### PDN straps and rails

Scale bar: 50 um. Pins as bars on the die edge. Tap cells in grey.
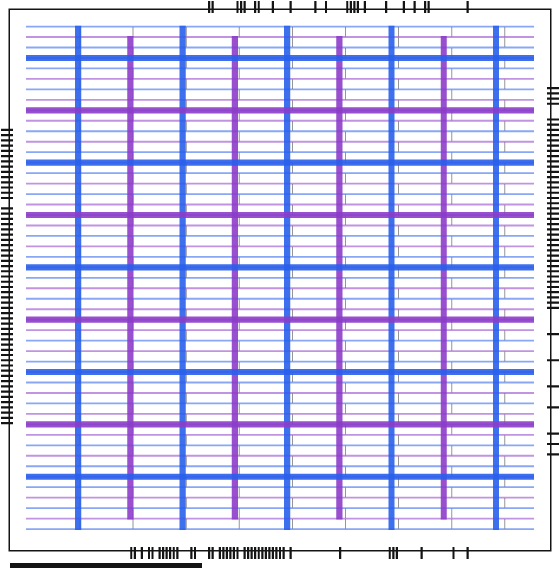
### Cell classes on the final placement

Scale bar: 50 um.
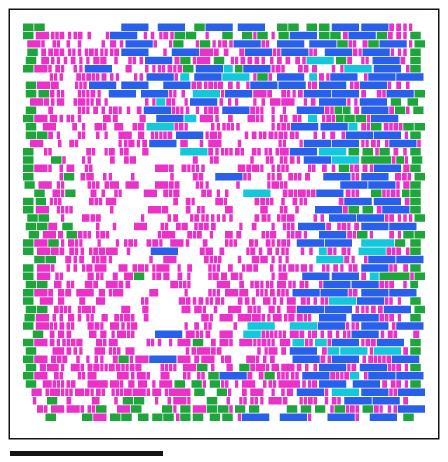
### Routed metal, one colour a layer

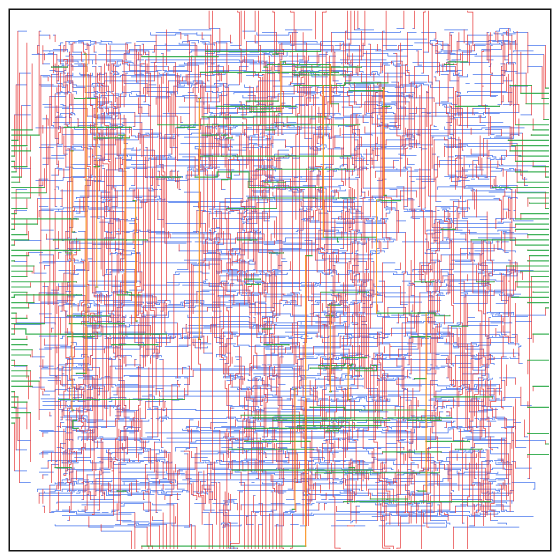
## src/rtl/ntt_pkg.sv

```systemverilog
// Shared definitions for the NTT butterfly datapath (modular add/sub halves).
// Provides default coefficient/modulus width and tag width, plus the basic
// coefficient, tag and beat types used between datapath blocks.
package ntt_pkg;

  localparam int K_DEF     = 32;
  localparam int TAG_W_DEF = 16;

  typedef logic [K_DEF-1:0]     coeff_t;
  typedef logic [TAG_W_DEF-1:0] tag_t;

  typedef struct packed {
    coeff_t val;
    tag_t   tag;
  } beat_s;

endpackage

```

## src/rtl/elastic_pipe_reg.sv

```systemverilog
// One elastic pipeline stage: a valid bit plus a W-bit data register with
// hold-on-stall behaviour.
// Ports:
//   clk, rst             clock, asynchronous active-high reset
//   in_valid / in_ready  upstream handshake; in_ready = stage may advance
//   in_data              data captured on in_valid && in_ready
//   out_valid/out_ready  downstream handshake
//   out_data             registered data, stable while stalled
module elastic_pipe_reg #(
  parameter int W = 8
) (
  input  logic         clk,
  input  logic         rst,
  input  logic         in_valid,
  output logic         in_ready,
  input  logic [W-1:0] in_data,
  output logic         out_valid,
  input  logic         out_ready,
  output logic [W-1:0] out_data
);

  logic         vld;
  logic [W-1:0] data;

  // The stage can take a new beat when empty or when its beat leaves now.
  assign in_ready  = !vld || out_ready;
  assign out_valid = vld;
  assign out_data  = data;

  always_ff @(posedge clk or posedge rst) begin
    if (rst) begin
      vld  <= 1'b0;
      data <= '0;
    end else if (in_ready) begin
      vld <= in_valid;
      if (in_valid) data <= in_data;
    end
  end

endmodule

```

## src/rtl/mod_addition_pipe.sv

```systemverilog
// Elastic 2-stage modular adder: result = (a + b) mod mod, with valid/ready
// handshakes on both sides and a sideband tag carried with each beat.
// Ports:
//   clk, rst                  clock, asynchronous active-high reset
//   in_valid, in_ready        input handshake for {a, b, tag}
//   a, b                      addends, each expected < mod
//   tag                       sideband passed through unchanged
//   mod                       modulus, only changed while the pipe is empty
//   out_valid, out_ready      output handshake
//   result, out_tag           (a + b) mod mod and the matching tag
//   busy                      any stage holds a valid beat
module mod_addition_pipe
  import ntt_pkg::*;
#(
  parameter int K     = K_DEF,
  parameter int TAG_W = TAG_W_DEF
) (
  input  logic             clk,
  input  logic             rst,
  input  logic             in_valid,
  output logic             in_ready,
  input  logic [K-1:0]     a,
  input  logic [K-1:0]     b,
  input  logic [TAG_W-1:0] tag,
  input  logic [K-1:0]     mod,
  output logic             out_valid,
  input  logic             out_ready,
  output logic [K-1:0]     result,
  output logic [TAG_W-1:0] out_tag,
  output logic             busy
);

  localparam int S1_W = (K + 1) + 1 + K + TAG_W;
  localparam int S2_W = K + TAG_W;

  // Single conditional correction: keep the raw sum when sum - mod borrows.
  // A carry into bit K means sum >= 2^K > mod, so no borrow is possible.
  function automatic logic [K-1:0] mod_select(input logic [K:0]   sum,
                                               input logic         neg,
                                               input logic [K-1:0] diff_lo);
    return (neg && !sum[K]) ? sum[K-1:0] : diff_lo;
  endfunction

  logic [K:0]      sum_p0;
  logic            neg_p0;
  logic [K-1:0]    diff_p0;
  logic [S1_W-1:0] s1_in;

  logic            vld_p1;
  logic [S1_W-1:0] s1_out;
  logic [K:0]      sum_p1;
  logic            neg_p1;
  logic [K-1:0]    diff_p1;
  logic [TAG_W-1:0] tag_p1;
  logic            s2_ready;

  logic            vld_p2;
  logic [S2_W-1:0] s2_in;
  logic [S2_W-1:0] s2_out;

  // ---- Stage 0 -> 1: full-width sum and trial subtraction ----
  // neg_p0 is the sign of the (K+2)-bit signed value sum - mod.
  assign sum_p0  = {1'b0, a} + {1'b0, b};
  assign neg_p0  = sum_p0 < {1'b0, mod};
  assign diff_p0 = sum_p0[K-1:0] - mod;
  assign s1_in   = {sum_p0, neg_p0, diff_p0, tag};

  elastic_pipe_reg #(.W(S1_W)) u_stage1 (
    .clk       (clk),
    .rst       (rst),
    .in_valid  (in_valid),
    .in_ready  (in_ready),
    .in_data   (s1_in),
    .out_valid (vld_p1),
    .out_ready (s2_ready),
    .out_data  (s1_out)
  );

  // ---- Stage 1 -> 2: select corrected value ----
  assign {sum_p1, neg_p1, diff_p1, tag_p1} = s1_out;
  assign s2_in = {mod_select(sum_p1, neg_p1, diff_p1), tag_p1};

  elastic_pipe_reg #(.W(S2_W)) u_stage2 (
    .clk       (clk),
    .rst       (rst),
    .in_valid  (vld_p1),
    .in_ready  (s2_ready),
    .in_data   (s2_in),
    .out_valid (vld_p2),
    .out_ready (out_ready),
    .out_data  (s2_out)
  );

  // ---- Stage 2 outputs ----
  assign {result, out_tag} = s2_out;
  assign out_valid = vld_p2;
  assign busy      = vld_p1 || vld_p2;

endmodule

```

## config.mk

```make
export PLATFORM = sky130hd
export DESIGN_NAME = mod_addition_pipe
export DESIGN_NICKNAME = d
export VERILOG_FILES = /design/src/rtl/ntt_pkg.sv /design/src/rtl/elastic_pipe_reg.sv /design/src/rtl/mod_addition_pipe.sv
export SDC_FILE = /design/constraint.sdc
export NUM_CORES = 1
export LEC_CHECK = 0
export ABC_AREA = 1
export CAP_MARGIN = 30
export CORE_MARGIN = 4
export CORE_UTILIZATION = 54
export DETAILED_ROUTE_END_ITERATION = 10
export PLACE_DENSITY = 0.82
export SLEW_MARGIN = 10
export SYNTH_ARGS = -nofsm -noshare
export SYNTH_HDL_FRONTEND = slang
export SYNTH_SLANG_ARGS = --single-unit
```

## constraint.sdc

```tcl
create_clock -name clk -period 5.8 [get_ports clk]
set_input_delay 1.16 -clock clk [delete_from_list [all_inputs] [get_ports clk]]
set_output_delay 1.16 -clock clk [all_outputs]
set_load 0.02 [all_outputs]
```

==> COMMIT_EDITMSG <==
Log flow metrics for this revision

* Global-route wire length before repair: 47.7 mm
* Areal power density over the cells: 362 nW/um^2
- Dpl cell area: 11400 um^2
* Final number of max-transition violations: 0
- Delay-heaviest family, CP: simple AND/OR/NAND/NOR gates
- Synthesis-to-finish area growth: 26.7%
- The filler cells instantiated in the layout total 1455.
* Kind of capture point of the worst setup path: register
- FFs w/ async S/R, synth: 1.00
* Tally of OpenROAD warnings: 26
- Actual transition at the worst max-transition pin: 756 ps
- Per the post-synthesis stats, the area per cell is about 7 um^2.
- Worst relative slew slack: 0.496
* Leading post-synthesis cells by cell area: dfrtp_1 (35%), nand2_1 (17%), ha_1 (8.5%)
- Including well taps, the total number of placed cells is between 1500 and 2000.
- Met1 Resource Use GR: 0.398
- Number of standard cells in the final layout excluding fillers: 1757
- Power attributed to sequential cells is 1.39 mW.
- Max Clk Rate: 222 MHz
* Sequential cell count: 132
* Setup Slack @ Placement: 891 ps
* Number of buffers added by the clock tree synthesis step: 17
- For reference, the mux area share after synthesis is 0.
* Type of origin of the critical path: input pin
* Endpoint of the worst setup timing path: u_stage1.out_data[47]$_DFFE_PP0P_
* Lkg Pwr: 5.83 nW
- Critical Path AT: 4810 ps
- Pint: 2.58 mW
- Via density per instance: 5.45
* Met3 usage in global routing: 0.0481
* GR Layer Usage met2: 0.523
- The run finished with clean final reports.
- # Cells Yosys: 1358
- Synthesis produced a netlist whose cell count is 1358.
- Counting stages on the worst path, the most repeated cell is nand2_1.
- Top logic cells by instance count in the layout: nand2_1 (426), clkdlybuf4s50_1 (166), inv_1 (146)
- Bufs on Longest Clock Path: 2
- The repair_antennas step left the layout with diodes totalling 0.
-- 'PDN straps and rails' (at the start) --
legend:
  VSS:
    colour: blue
  VDD:
    colour: purple
met5 straps: 9
met4 straps: 9
signal pins: 167
Vert. Die Dim: 140 um
placeable core region: 17200 um^2
VDD IR-drop max: 0.289 mV
die extent in x: 140 um

-- 'Cell classes on the final placement' (at the start) --
legend:
  combinational and other logic:
    colour: magenta
    cells: 1193
  remaining buffers and delay cells:
    colour: green
    cells: 175
  clock drivers and dummy loads:
    colour: cyan
    cells: 32
  sequential cells:
    colour: blue
    cells: 132
total non-filler cell area in the finished layout: 12000 um^2
flop share of the area: 0.276
final cell utilization of the core: 0.695
number of placement rows: 48

-- 'Routed metal, one colour a layer' (at the start) --
legend:
  metal 3:
    colour: green
    wire_length: 1870 um
  metal 1:
    colour: blue
    wire_length: 12700 um
  metal 2:
    colour: red
    wire_length: 14200 um
  metal 4:
    colour: orange
    wire_length: 632 um

Power and IR drop assume default switching activity.
